`config.mk`:
```
export PLATFORM = sky130hd
export DESIGN_NAME = mister_lbuf_fill
export DESIGN_NICKNAME = d
export VERILOG_FILES = /design/src/rtl/mister_video_pkg.sv /design/src/rtl/mister_lbuf_addr.sv /design/src/rtl/mister_lbuf_fill.sv
export SDC_FILE = /design/constraint.sdc
export NUM_CORES = 1
export LEC_CHECK = 0
export CAP_MARGIN = 20
export CORE_ASPECT_RATIO = 1.4
export CORE_MARGIN = 4
export CORE_UTILIZATION = 36
export DETAILED_ROUTE_END_ITERATION = 10
export GPL_ROUTABILITY_DRIVEN = 0
export PLACE_DENSITY = 0.59
export SETUP_SLACK_MARGIN = 0.15
export SYNTH_ARGS = -nofsm -noshare
export SYNTH_HDL_FRONTEND = slang
export SYNTH_SLANG_ARGS = --single-unit
```
`constraint.sdc`:
```
create_clock -name gclk -period 5.4 [get_ports gclk]
set_input_delay 1.08 -clock gclk [delete_from_list [all_inputs] [get_ports gclk]]
set_output_delay 1.08 -clock gclk [all_outputs]
set_load 0.1 [all_outputs]
```
`src/rtl/mister_video_pkg.sv`:
```
// Shared definitions for the X68000 video path: fill FSM states, GRBI pixel
// layout (also used by scan-out) and the default line-buffer depth.
package mister_video_pkg;

  localparam int LAWIDTH_DEF = 10;

  // GRBI pixel word: {G5, R5, B5, I}
  localparam int GRBI_G_MSB = 15;
  localparam int GRBI_G_LSB = 11;
  localparam int GRBI_R_MSB = 10;
  localparam int GRBI_R_LSB = 6;
  localparam int GRBI_B_MSB = 5;
  localparam int GRBI_B_LSB = 1;
  localparam int GRBI_I_BIT = 0;

  typedef struct packed {
    logic [4:0] g;
    logic [4:0] r;
    logic [4:0] b;
    logic       i;
  } grbi_t;

  typedef enum logic [2:0] {
    S_IDLE  = 3'd0,
    S_FETCH = 3'd1,
    S_WRITE = 3'd2,
    S_CLEAR = 3'd3,
    S_DONE  = 3'd4
  } lbuf_state_e;

endpackage

```
`src/rtl/mister_lbuf_addr.sv`:
```
// Line start address generator: registers base + vline*stride when a fill
// is accepted, so the fetch FSM sees a stable line address for the whole line.
module mister_lbuf_addr #(
  parameter int VAWIDTH = 19
) (
  input  logic               gclk,
  input  logic               rst,
  input  logic               i_load,
  input  logic [VAWIDTH-1:0] i_base,
  input  logic [9:0]         i_vline,
  input  logic [9:0]         i_stride,
  output logic [VAWIDTH-1:0] o_line_addr
);

  logic [VAWIDTH-1:0] w_prod;
  logic [VAWIDTH-1:0] r_line_addr;

  // Multiplying at VAWIDTH bits keeps exactly the low bits of the 20-bit product.
  assign w_prod = VAWIDTH'(i_vline) * VAWIDTH'(i_stride);

  // NOTE: registers are updated with <= so every flop samples pre-edge values.
  always_ff @(posedge gclk) begin
    if (rst) begin
      r_line_addr <= '0;
    end else if (i_load) begin
      r_line_addr <= i_base + w_prod;
    end
  end

  assign o_line_addr = r_line_addr;

endmodule

```
`src/rtl/mister_lbuf_fill.sv`:
```
// Line-buffer writer: on each line start, fetches one scanline from VRAM into
// the LRAM bank not being displayed, or clears that bank for blank lines.
module mister_lbuf_fill
  import mister_video_pkg::*;
#(
  parameter int LAWIDTH = LAWIDTH_DEF,
  parameter int VAWIDTH = 19
) (
  input  logic               gclk,
  input  logic               rst,
  input  logic               line_start,
  input  logic               lsel,
  input  logic               line_en,
  input  logic [9:0]         vline,
  input  logic [7:0]         hdots8,
  input  logic [VAWIDTH-1:0] base_addr,
  input  logic [9:0]         stride,
  output logic               vram_req,
  output logic [VAWIDTH-1:0] vram_addr,
  input  logic               vram_ack,
  input  logic [15:0]        vram_rdat,
  output logic               lram_we,
  output logic               lram_sel,
  output logic [LAWIDTH-1:0] lram_adr,
  output logic [15:0]        lram_wdat,
  output logic               busy,
  output logic               fill_done,
  output logic               overrun
);

  // One extra index bit lets a full-depth line terminate without wrapping to 0.
  localparam int NW    = LAWIDTH + 1;
  localparam int DEPTH = 1 << LAWIDTH;

  lbuf_state_e        r_state;
  logic [NW-1:0]      r_idx;
  logic [NW-1:0]      r_npix;
  logic               r_wsel;
  logic               r_req;
  logic               r_we;
  logic [LAWIDTH-1:0] r_adr;
  grbi_t              r_wdat;
  logic               r_done;
  logic               r_ovr;
  logic               r_busy;

  logic [10:0]        w_npix_raw;
  logic [NW-1:0]      w_npix;
  logic [NW-1:0]      w_idx_nxt;
  logic [VAWIDTH-1:0] w_line_addr;
  logic               w_active;

  mister_lbuf_addr #(
    .VAWIDTH (VAWIDTH)
  ) u_addr (
    .gclk        (gclk),
    .rst         (rst),
    .i_load      (line_start),
    .i_base      (base_addr),
    .i_vline     (vline),
    .i_stride    (stride),
    .o_line_addr (w_line_addr)
  );

  assign w_npix_raw = {hdots8, 3'b000};
  assign w_idx_nxt  = r_idx + NW'(1);
  // A fill still owns the bank; DONE is excluded so back-to-back lines never overrun.
  assign w_active   = (r_state == S_FETCH) || (r_state == S_WRITE) || (r_state == S_CLEAR);

  // NOTE: every always_comb output gets a value on every path, so no latch is inferred.
  always_comb begin
    w_npix = NW'(w_npix_raw);
    if (int'(w_npix_raw) > DEPTH) begin
      w_npix = NW'(DEPTH);
    end
  end

  // NOTE: reset is synchronous; it wins over every other event in the same cycle.
  always_ff @(posedge gclk) begin
    if (rst) begin
      r_state <= S_IDLE;
      r_idx   <= '0;
      r_npix  <= '0;
      r_wsel  <= 1'b0;
      r_req   <= 1'b0;
      r_we    <= 1'b0;
      r_adr   <= '0;
      r_wdat  <= '0;
      r_done  <= 1'b0;
      r_ovr   <= 1'b0;
      r_busy  <= 1'b0;
    end else begin
      r_done <= 1'b0;
      r_ovr  <= 1'b0;
      if (line_start) begin
        // Accept always wins; an in-flight fill is abandoned and flagged.
        r_ovr  <= w_active;
        r_wsel <= ~lsel;
        r_npix <= w_npix;
        r_idx  <= '0;
        r_adr  <= '0;
        r_wdat <= '0;
        r_busy <= 1'b1;
        if (w_npix == '0) begin
          r_state <= S_DONE;
          r_done  <= 1'b1;
          r_req   <= 1'b0;
          r_we    <= 1'b0;
        end else if (line_en) begin
          r_state <= S_FETCH;
          // After an abandoned fill, req drops for a cycle so the address change is visible.
          r_req   <= ~w_active;
          r_we    <= 1'b0;
        end else begin
          r_state <= S_CLEAR;
          r_req   <= 1'b0;
          r_we    <= 1'b1;
        end
      end else begin
        case (r_state)
          S_IDLE: begin
            r_busy <= 1'b0;
          end
          S_FETCH: begin
            if (!r_req) begin
              r_req <= 1'b1;
            end else if (vram_ack) begin
              r_req   <= 1'b0;
              r_we    <= 1'b1;
              r_adr   <= r_idx[LAWIDTH-1:0];
              r_wdat  <= grbi_t'(vram_rdat);
              r_state <= S_WRITE;
            end
          end
          S_WRITE: begin
            r_we  <= 1'b0;
            r_idx <= w_idx_nxt;
            if (w_idx_nxt == r_npix) begin
              r_state <= S_DONE;
              r_done  <= 1'b1;
            end else begin
              r_state <= S_FETCH;
              r_req   <= 1'b1;
            end
          end
          S_CLEAR: begin
            r_idx <= w_idx_nxt;
            if (r_idx == r_npix - NW'(1)) begin
              r_we    <= 1'b0;
              r_state <= S_DONE;
              r_done  <= 1'b1;
            end else begin
              r_adr <= w_idx_nxt[LAWIDTH-1:0];
            end
          end
          S_DONE: begin
            r_state <= S_IDLE;
            r_busy  <= 1'b0;
          end
          default: begin
            r_state <= S_IDLE;
            r_busy  <= 1'b0;
          end
        endcase
      end
    end
  end

  assign vram_req  = r_req;
  assign vram_addr = w_line_addr + VAWIDTH'(r_idx);
  assign lram_we   = r_we;
  assign lram_sel  = r_wsel;
  assign lram_adr  = r_adr;
  assign lram_wdat = r_wdat;
  assign busy      = r_busy;
  assign fill_done = r_done;
  assign overrun   = r_ovr;

endmodule

```
==> flow_metrics.tcl <==
# yosys + openroad results
set metrics [dict create \
    grt_pass1_vias 6520 \
    placedCellCount 1332 \
    yosys_most_used_dff "dfxtp_1" \
    powerSeq_uw 640 \
    swShare_pct 43.7 \
    layout_top_cells "inv_1, nand2_1, buf_4" \
    synthToLayoutAreaGrowth_pct 33.4 \
    antenna_found_initial 0 \
    r2r-end "lram_adr[7]" \
    die-area_um2 24100 \
    drive_above_1_share_pct 20.4 \
    status "finished, final reports clean" \
    power_frac_comb_pct 72.6 \
    drtIter0Drc 231 \
    rsz0062_at_grt "true" \
    drv_cap 0 \
    critPathTopFamily "adder cells" \
    ios 120 \
    ant_nets 0 \
    p_total_uw 4910 \
    setup_violations 0 \
    yosysChipArea_um2 7790 \
]
## worst reg2reg max path: stages, from the launching register on
cell and delay [ns]:
dfxtp_1 0.44, inv_1 0.10, ha_1 0.29, o21ba_1 0.19
a221o_1 0.34, a211o_1 0.30, o31ai_4 0.24, nand2_1 0.49
nor2_1 0.32, a211oi_2 0.07
## cell usage after synthesis (all sizes together), types with 9 or more instances
| master | n | area [um^2] |
|---|---|---|
| a211oi | 19 | 198 |
| a21oi | 49 | 245 |
| and2 | 47 | 294 |
| buf | 11 | 76.3 |
| clkbuf | 34 | 129 |
| dfxtp | 73 | 1460 |
| fa | 80 | 1600 |
| ha | 65 | 813 |
| inv | 127 | 477 |
| mux2i | 12 | 120 |
| nand2 | 125 | 484 |
| nand2b | 9 | 56.3 |
| nand3 | 13 | 77.6 |
| nor2 | 64 | 240 |
| nor3 | 10 | 61.3 |
| o21ai | 20 | 100 |
| xnor2 | 46 | 403 |
| xor2 | 19 | 166 |
## logic make-up (layout without fill, tap and decap cells)
kind of cell | after synthesis | count (layout) | synth area share, %
AND/OR/NAND/NOR | 315 | 315 | 19.7
buffers and inverters | 172 | 351 | 8.75
adder cells (fa/ha/maj) | 145 | 145 | 31.0
AND-OR/OR-AND | 144 | 144 | 12.8
flip-flops | 73 | 73 | 18.8
XOR/XNOR | 65 | 65 | 7.30
multiplexers | 13 | 13 | 1.69
## metal layers
metal	part of all wire [%]	global-route usage (%)	up-vias
li1	-	-	3362
met1	39	18.3	3178
met2	55	31.2	120
met3	3.0	1.99	27
met4	2.2	4.78	0
met5	0	0	-
## cell type report
cell class	count	area [um^2]
multi-input combinational	682	5940
timing repair buffer	208	1850
fill	2091	10900
sequential	73	1460
inverter	127	477
tap	260	325
clock inverter	7	125
clock buffer	9	225
**Floorplan with the power grid**

Pins as bars on the die edge.
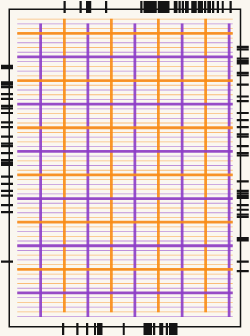
Key: VSS = purple; VDD = orange
120 signal pins sit on the boundary. 64 met1 rails follow the rows. The core has 63 rows. 9 straps on met4. 12 straps on met5.
Die X: 132 um
Die H: 182 um
Max VDD drop: 0.302 mV
core area: 21300 um^2

**Placed cells, one colour a class**

Scale bar: 50 um.
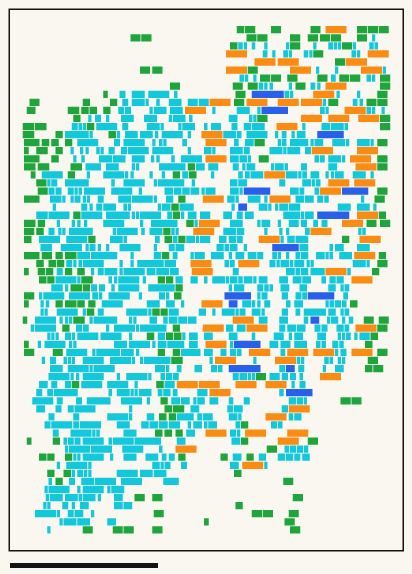
Key: clock drivers and dummy loads = blue [cells 16, share of their area 3.5%]; flops = orange [cells 73, share of their area 15%]; all other logic = cyan [cells 809, share of their area 64%]; other buffers and delay cells = green [cells 208, share of their area 18%]
Cell Rows: 63
Seq area share: 14.1%
post-layout util: 48.9%
fin area: 10400 um^2

**Clock network drawn from the DEF**

Scale bar: 50 um.
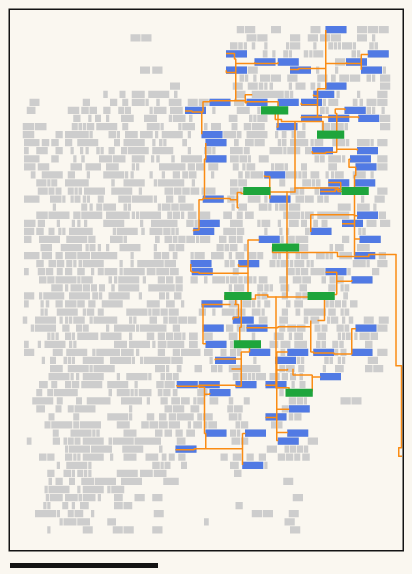
Key: clock wires = orange [length 1060 um]; cells driving clock nets = green [count 9]; flip-flops = blue [count 73]
There are 10 routed clock nets.
Layout Skew: 0.00716 ns
P_clk: 701 uW
worst skew pair latency: 0.34 ns
Clock Power Share: 14.3%

**Routed metal, one colour a layer**

Two of the layers only.
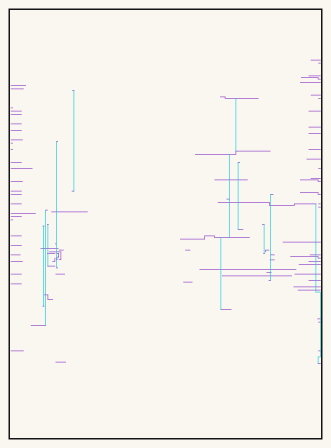
Key: met3 = purple [wire length 584 um]; met4 = cyan [wire length 434 um]
overall routing resource usage: 16.1%
vias after detailed routing: 6687
DR WL/cell: 14.3 um

Power figures rest on the tool's default switching activity, not on a simulated workload.
